**config.mk**
```make
export PLATFORM = sky130hd
export DESIGN_NAME = ps2_host_tx
export DESIGN_NICKNAME = d
export VERILOG_FILES = /design/src/rtl/ps2_pkg.sv /design/src/rtl/ps2_line_sync.sv /design/src/rtl/ps2_host_tx.sv
export SDC_FILE = /design/constraint.sdc
export NUM_CORES = 1
export LEC_CHECK = 0
export ABC_AREA = 1
export CAP_MARGIN = 0
export CELL_PAD_IN_SITES_DETAIL_PLACEMENT = 0
export CELL_PAD_IN_SITES_GLOBAL_PLACEMENT = 2
export CORE_MARGIN = 2
export CORE_UTILIZATION = 35
export DETAILED_ROUTE_END_ITERATION = 8
export PLACE_DENSITY = 0.79
export SYNTH_ARGS = -nofsm -noshare
export SYNTH_HDL_FRONTEND = slang
export SYNTH_HIERARCHICAL = 1
export SYNTH_SLANG_ARGS = --single-unit
```
**constraint.sdc**
```tcl
create_clock -name clk_100MHz -period 2.1 [get_ports clk_100MHz]
set_input_delay 0.21 -clock clk_100MHz [delete_from_list [all_inputs] [get_ports clk_100MHz]]
set_output_delay 0.21 -clock clk_100MHz [all_outputs]
set_load 0.02 [all_outputs]
```
**src/rtl/ps2_pkg.sv**
```systemverilog
// rtl/ps2_pkg.sv - shared PS/2 types, command bytes and default timing constants
package ps2_pkg;

  typedef enum logic [2:0] {
    ST_IDLE,
    ST_INHIBIT,
    ST_REQ,
    ST_SEND,
    ST_ACK,
    ST_WAIT_IDLE
  } ps2_tx_state_e;

  localparam logic [7:0] CMD_SET_LEDS = 8'hED;
  localparam logic [7:0] CMD_RESET    = 8'hFF;
  localparam logic [7:0] CMD_ECHO     = 8'hEE;

  localparam int DEF_INHIBIT_CYCLES = 10000;
  localparam int DEF_SETUP_CYCLES   = 500;
  localparam int DEF_TIMEOUT_CYCLES = 2000000;

  // PS/2 uses odd parity: the parity bit makes the total count of ones odd.
  function automatic logic odd_parity(input logic [7:0] d);
    return ~^d;
  endfunction

endpackage

```
**src/rtl/ps2_line_sync.sv**
```systemverilog
// rtl/ps2_line_sync.sv - 2-FF synchronizer and falling-edge detector for one PS/2 line
module ps2_line_sync (
  input  logic i_clk,
  input  logic i_rst,
  input  logic i_line,
  output logic o_sync,
  output logic o_fall
);

  logic r_meta;
  logic r_sync;
  logic r_prev;

  // Reset to 1 so an idle (pulled-up) line produces no spurious edge after reset.
  always_ff @(posedge i_clk or posedge i_rst) begin
    if (i_rst) begin
      r_meta <= 1'b1;
      r_sync <= 1'b1;
      r_prev <= 1'b1;
    end else begin
      r_meta <= i_line;
      r_sync <= r_meta;
      r_prev <= r_sync;
    end
  end

  assign o_sync = r_sync;
  assign o_fall = r_prev & ~r_sync;

endmodule

```
**src/rtl/ps2_host_tx.sv**
```systemverilog
// rtl/ps2_host_tx.sv - host-to-device PS/2 command transmitter with request-to-send and ACK check
module ps2_host_tx
  import ps2_pkg::*;
#(
  parameter int INHIBIT_CYCLES = DEF_INHIBIT_CYCLES,
  parameter int SETUP_CYCLES   = DEF_SETUP_CYCLES,
  parameter int TIMEOUT_CYCLES = DEF_TIMEOUT_CYCLES
) (
  input  logic       clk_100MHz,
  input  logic       reset,
  input  logic       ps2clk_in,
  input  logic       ps2data_in,
  output logic       ps2clk_oe,
  output logic       ps2data_oe,
  input  logic [7:0] tx_data,
  input  logic       tx_start,
  output logic       busy,
  output logic       done,
  output logic       ack_err
);

  localparam int CNT_W = $clog2((INHIBIT_CYCLES > SETUP_CYCLES ? INHIBIT_CYCLES : SETUP_CYCLES) + 1);
  localparam int TMO_W = $clog2(TIMEOUT_CYCLES + 1);

  ps2_tx_state_e r_state;
  ps2_tx_state_e w_next;

  logic [CNT_W-1:0] r_cnt;
  logic [TMO_W-1:0] r_tmo;
  logic [3:0]       r_idx;
  logic [7:0]       r_shift;
  logic             r_par;
  logic             r_nack;
  logic             r_data_oe;

  logic w_clk_sync;
  logic w_clk_fall;
  logic w_data_sync;
  logic w_unused_data_fall;
  logic w_tmo_hit;
  logic w_idle_seen;
  logic w_done;
  logic w_accept;

  ps2_line_sync u_clk_sync (
    .i_clk  (clk_100MHz),
    .i_rst  (reset),
    .i_line (ps2clk_in),
    .o_sync (w_clk_sync),
    .o_fall (w_clk_fall)
  );

  ps2_line_sync u_data_sync (
    .i_clk  (clk_100MHz),
    .i_rst  (reset),
    .i_line (ps2data_in),
    .o_sync (w_data_sync),
    .o_fall (w_unused_data_fall)
  );

  assign w_tmo_hit   = (r_state == ST_SEND || r_state == ST_ACK || r_state == ST_WAIT_IDLE) &&
                       (r_tmo == TMO_W'(TIMEOUT_CYCLES));
  assign w_idle_seen = (r_state == ST_WAIT_IDLE) && w_clk_sync && w_data_sync;
  assign w_done      = w_tmo_hit | w_idle_seen;
  // busy already reads 0 in the done cycle, so a start there is taken immediately.
  assign w_accept    = tx_start && (r_state == ST_IDLE || w_done);

  always_ff @(posedge clk_100MHz or posedge reset) begin
    if (reset) r_state <= ST_IDLE;
    else       r_state <= w_next;
  end

  always_comb begin
    w_next = r_state;
    case (r_state)
      ST_IDLE:      if (tx_start) w_next = ST_INHIBIT;
      ST_INHIBIT:   if (r_cnt == CNT_W'(INHIBIT_CYCLES - 1)) w_next = ST_REQ;
      ST_REQ:       if (r_cnt == CNT_W'(SETUP_CYCLES - 1)) w_next = ST_SEND;
      ST_SEND:      if (w_clk_fall && r_idx == 4'd9) w_next = ST_ACK;
      ST_ACK:       if (w_clk_fall) w_next = ST_WAIT_IDLE;
      ST_WAIT_IDLE: if (w_idle_seen) w_next = ST_IDLE;
      default:      w_next = ST_IDLE;
    endcase
    if (w_tmo_hit) w_next = ST_IDLE;
    if (w_done && tx_start) w_next = ST_INHIBIT;
  end

  always_comb begin
    ps2clk_oe  = (r_state == ST_INHIBIT) || (r_state == ST_REQ);
    ps2data_oe = (r_state == ST_REQ) ||
                 ((r_state == ST_SEND || r_state == ST_ACK) && r_data_oe && !w_tmo_hit);
    busy       = (r_state != ST_IDLE) && !w_done;
    done       = w_done;
    ack_err    = w_tmo_hit || (w_idle_seen && r_nack);
  end

  always_ff @(posedge clk_100MHz or posedge reset) begin
    if (reset) begin
      r_cnt     <= '0;
      r_tmo     <= '0;
      r_idx     <= '0;
      r_shift   <= '0;
      r_par     <= 1'b0;
      r_nack    <= 1'b0;
      r_data_oe <= 1'b0;
    end else begin
      if (w_accept) begin
        r_shift <= tx_data;
        r_par   <= odd_parity(tx_data);
        r_nack  <= 1'b0;
      end

      if (r_state != w_next)
        r_cnt <= '0;
      else if (r_state == ST_INHIBIT || r_state == ST_REQ)
        r_cnt <= r_cnt + 1'b1;

      // The start bit is held from REQ until the device's first falling edge.
      if (r_state == ST_REQ) begin
        r_tmo     <= '0;
        r_idx     <= '0;
        r_data_oe <= 1'b1;
      end else if (r_state == ST_SEND || r_state == ST_ACK || r_state == ST_WAIT_IDLE) begin
        r_tmo <= r_tmo + 1'b1;
      end

      if (r_state == ST_SEND && w_clk_fall) begin
        r_idx <= r_idx + 1'b1;
        if (r_idx < 4'd8)       r_data_oe <= ~r_shift[r_idx[2:0]];
        else if (r_idx == 4'd8) r_data_oe <= ~r_par;
        else                    r_data_oe <= 1'b0;
      end

      if (r_state == ST_ACK && w_clk_fall)
        r_nack <= w_data_sync;
    end
  end

endmodule

```
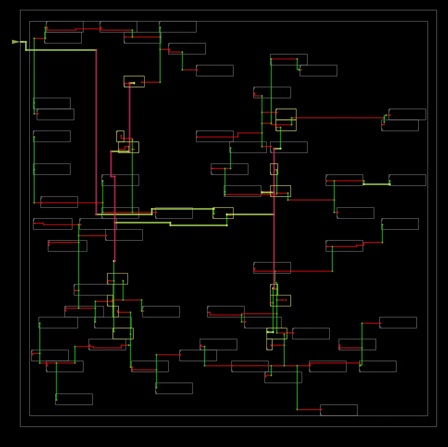
(images/clock_nets.png)
Worst Clk Skew: 0.00788 ns
total clock buffers created by CTS: 9
power in the clock group: 0.916 mW
clock buffer instance count of the final layout: 13
sequential cells: 58

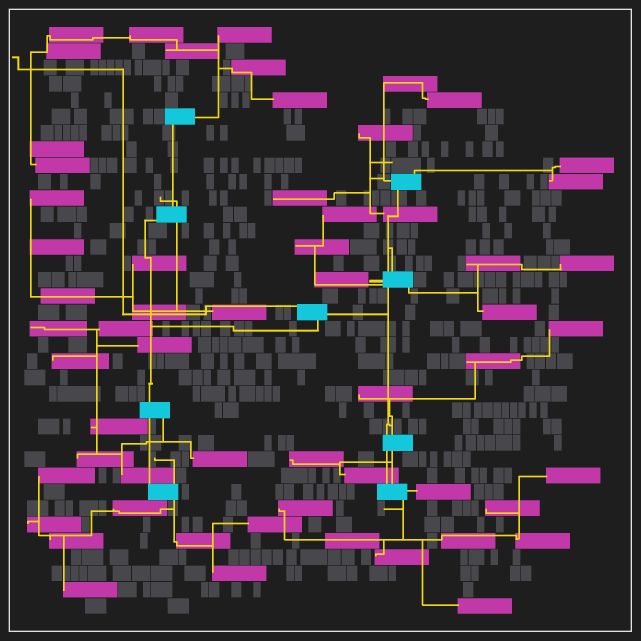
(images/clock_wires.png)
Scale: 6 px per um.
magenta -> flip-flops  # count 58
cyan -> clock-net drivers  # count 9
yellow -> clock wires  # length 979 um
flops lie = widely spread
routed clock nets = 10

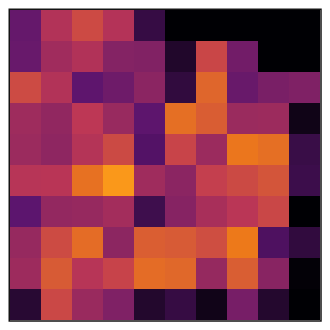
(images/util_map.png)
Scale: 3 px per um. The die is cut into 10 by 10 equal tiles; black is low, pale yellow is high, 0 to 100% covered.
emptiest ninth of the die = upper right
fullest tile = 78%
nearly empty tiles = 10%
mean over tiles = 37%
tiles over 75% full = 1.0%

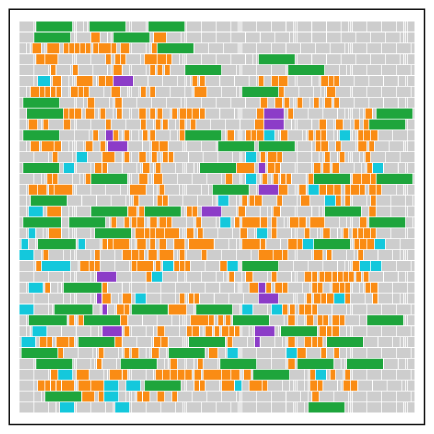
(images/class_map.png)
Scale: 4 px per um. Fill, decap, tap and diode cells in grey.
purple -> clock drivers and dummy loads  # cells 16, share of their area 4.1%
green -> registers  # cells 58, share of their area 37%
orange -> remaining logic cells  # cells 407, share of their area 50%
cyan -> remaining buffers and delay cells  # cells 44, share of their area 9.1%

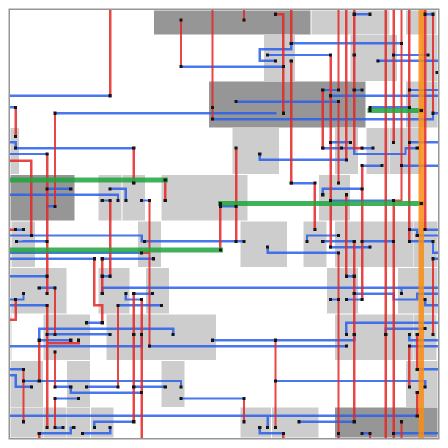
(images/closeup.png)
Region (39, 39) to (64, 64) um. Cells in grey, sequential cells in the stronger grey; small squares are vias.
orange -> M4
blue -> M1
red -> M2
green -> M3
most frequent = inv_1 (6), nand2_1 (6), buf_4 (6)
sequential cells in the window = 3
netlist names of flops here include = r_tmo (3)
cells with their middle in the window = 41

==> metrics.yaml <==
sequentialPower_mw: 1.29
worst_setup_path_endpoint: "busy"
place_congestion: 0.843
cts-hold-fix-buffers: 0
warning_total_across_the_stage_logs: 30
flop_area_um2: 1460
fp_nets: 490
detail_route.iter0.violations: 122
grt_pass1_wl_mm: 14.8
overflow: 0
syn_avg_cell_area_um2: 7.35
buffers: 44
ys_warn_count: 6
fp_util: 0.357
initial_antenna_violation_count: 0
core_area_um2: 9680
grt_util_met1: 0.226
detail-route-antenna-nets: 0
hold_violations: 0
setup_ws_ns: 0.124
route.detailed.vias_per_inst: 4.83
post-cts-setup-buffers: 0
endpoint_kind: "primary output"
biggestRegsByFlops: "r_tmo x21, r_cnt x14, r_shift x8"
wl_met2_mm: 4.23
largest_register_ff_count: 21
p_int_mw: 1.85
place_area_um2: 3950
most_frequent_cells_in_the_layout: "105 x sky130_fd_sc_hd__nand2_1, 67 x sky130_fd_sc_hd__inv_1, 53 x sky130_fd_sc_hd__dfrtp_1"
setup.worst_path.start_class: "flop"
globalRouteMet2Util: 0.300
global_route.peak_usage_layer: "met2"
power_switching_mw: 0.754
max_fclk_mhz: 506
area_share_clock_buf_inv: 0.0394
power_leader: "registers"
power.total_mw: 2.60
timing.final.setup_violations: 0
drt_pass1_iterations: 5
power_switching_share: 0.290
r2r_cells: 12
timing.rr.end: "r_cnt[10]"
power.combinational.total_mw: 0.393
route.detailed.drc: 0
tritoncts_clock_tree: "done"
comb_cells: 335
setup-tns-final_ns: 0
ctsLongestPathBuffers: 2
cts.root.buffer_cell: "sky130_fd_sc_hd__clkbuf_8"
syn-instance-count: 471
slew-limit-headroom: 0.800
final_common_cell: "sky130_fd_sc_hd__nand2_1"
status: "finished, final reports clean"
finalWirelength_mm: 8.78
slowest_delay_ns: 0.39
startpoint: "r_tmo[0]"
num_io_pins: 18
finish.cell_count_without_fillers: 658
non_clock_inverter_count: 72
first_global_vias: 3214
met3_length_um: 213
wl_met1_mm: 4.17
num_vias: 3181
port-buffer-count: 17
gr-usage-all-layers: 0.178
worstMarginPinSlew_ns: 0.299
grt_max_degree: 54
floorplan.tapcells: 133
fin_worst_hold_slack_ns: 0.265
final_layout_size_suffix_gt1_frac: 0.162
ir_worst_vdd_v: 0.000357
max_flop_register: "r_tmo"
cp.required_ns: 1.89
worst-setup-path-type: "reg2out"
maximum_fanout_count_along_the_critical_path: 4
layout_worst_path_cycle_share: 0.941
globalRouteMet3Util: 0.0296
cap_viol_max_count: 0
cts-resized-gates: 11
combPwrFrac: 0.151
wl_per_cell_um: 13.3
die_width_um: 103
final_core_util: 0.429
routed.top_layer: "met4"
min_path_type: "in2async"
comb_area_frac: 0.417
reg2reg_from: "r_idx[1]"
cellLeakagePower_nw: 1.95
power_density_nw_per_um2: 626
area.growth.synth_to_final_pct: 20.1
path_buffers: 2
clock_power_share: 0.352
clock_latency_ns: 0.34
worst-endpoint-arrival_ns: 1.77
largest_class: "logic gates"
die-height_um: 103
preCtsSetupSlack_ns: 0.0192
critPathTopFamily: "flip-flops"
final_area_um2: 4160
crit_path_cell_trace: "inv_1, ha_1, nand4_1, nor2_2, nand3_2, nand2_4, a31oi_1, buf_2"
ctsHtreeMaxLevel: 3
seq-cell-share: 0.351
num-nets-final: 539
detailedPlacementHpwl_mm: 6.42
layout.area.comb_um2: 1730
bufAreaShareNonClock: 0.0876
ff2ff_setup_slack_ns: 0.17
n_fill_cell: 1026
placedCellCount: 638
antenna_cells: 0
critPathSlowestCell: "sky130_fd_sc_hd__dfrtp_1"
chipArea_um2: 10700
timing_max_transition_violations_final: 0
post_synth_instance_area_um2: 3460
path_depth: 8
placementRows: 36
clock-sinks: 58
share_of_total_power_in_sequential_cells: 0.497
final.min_clock_period_ns: 1.98
clk_pin_slew_ns: 0.06
Power figures rest on the tool's default switching activity, not on a simulated workload.
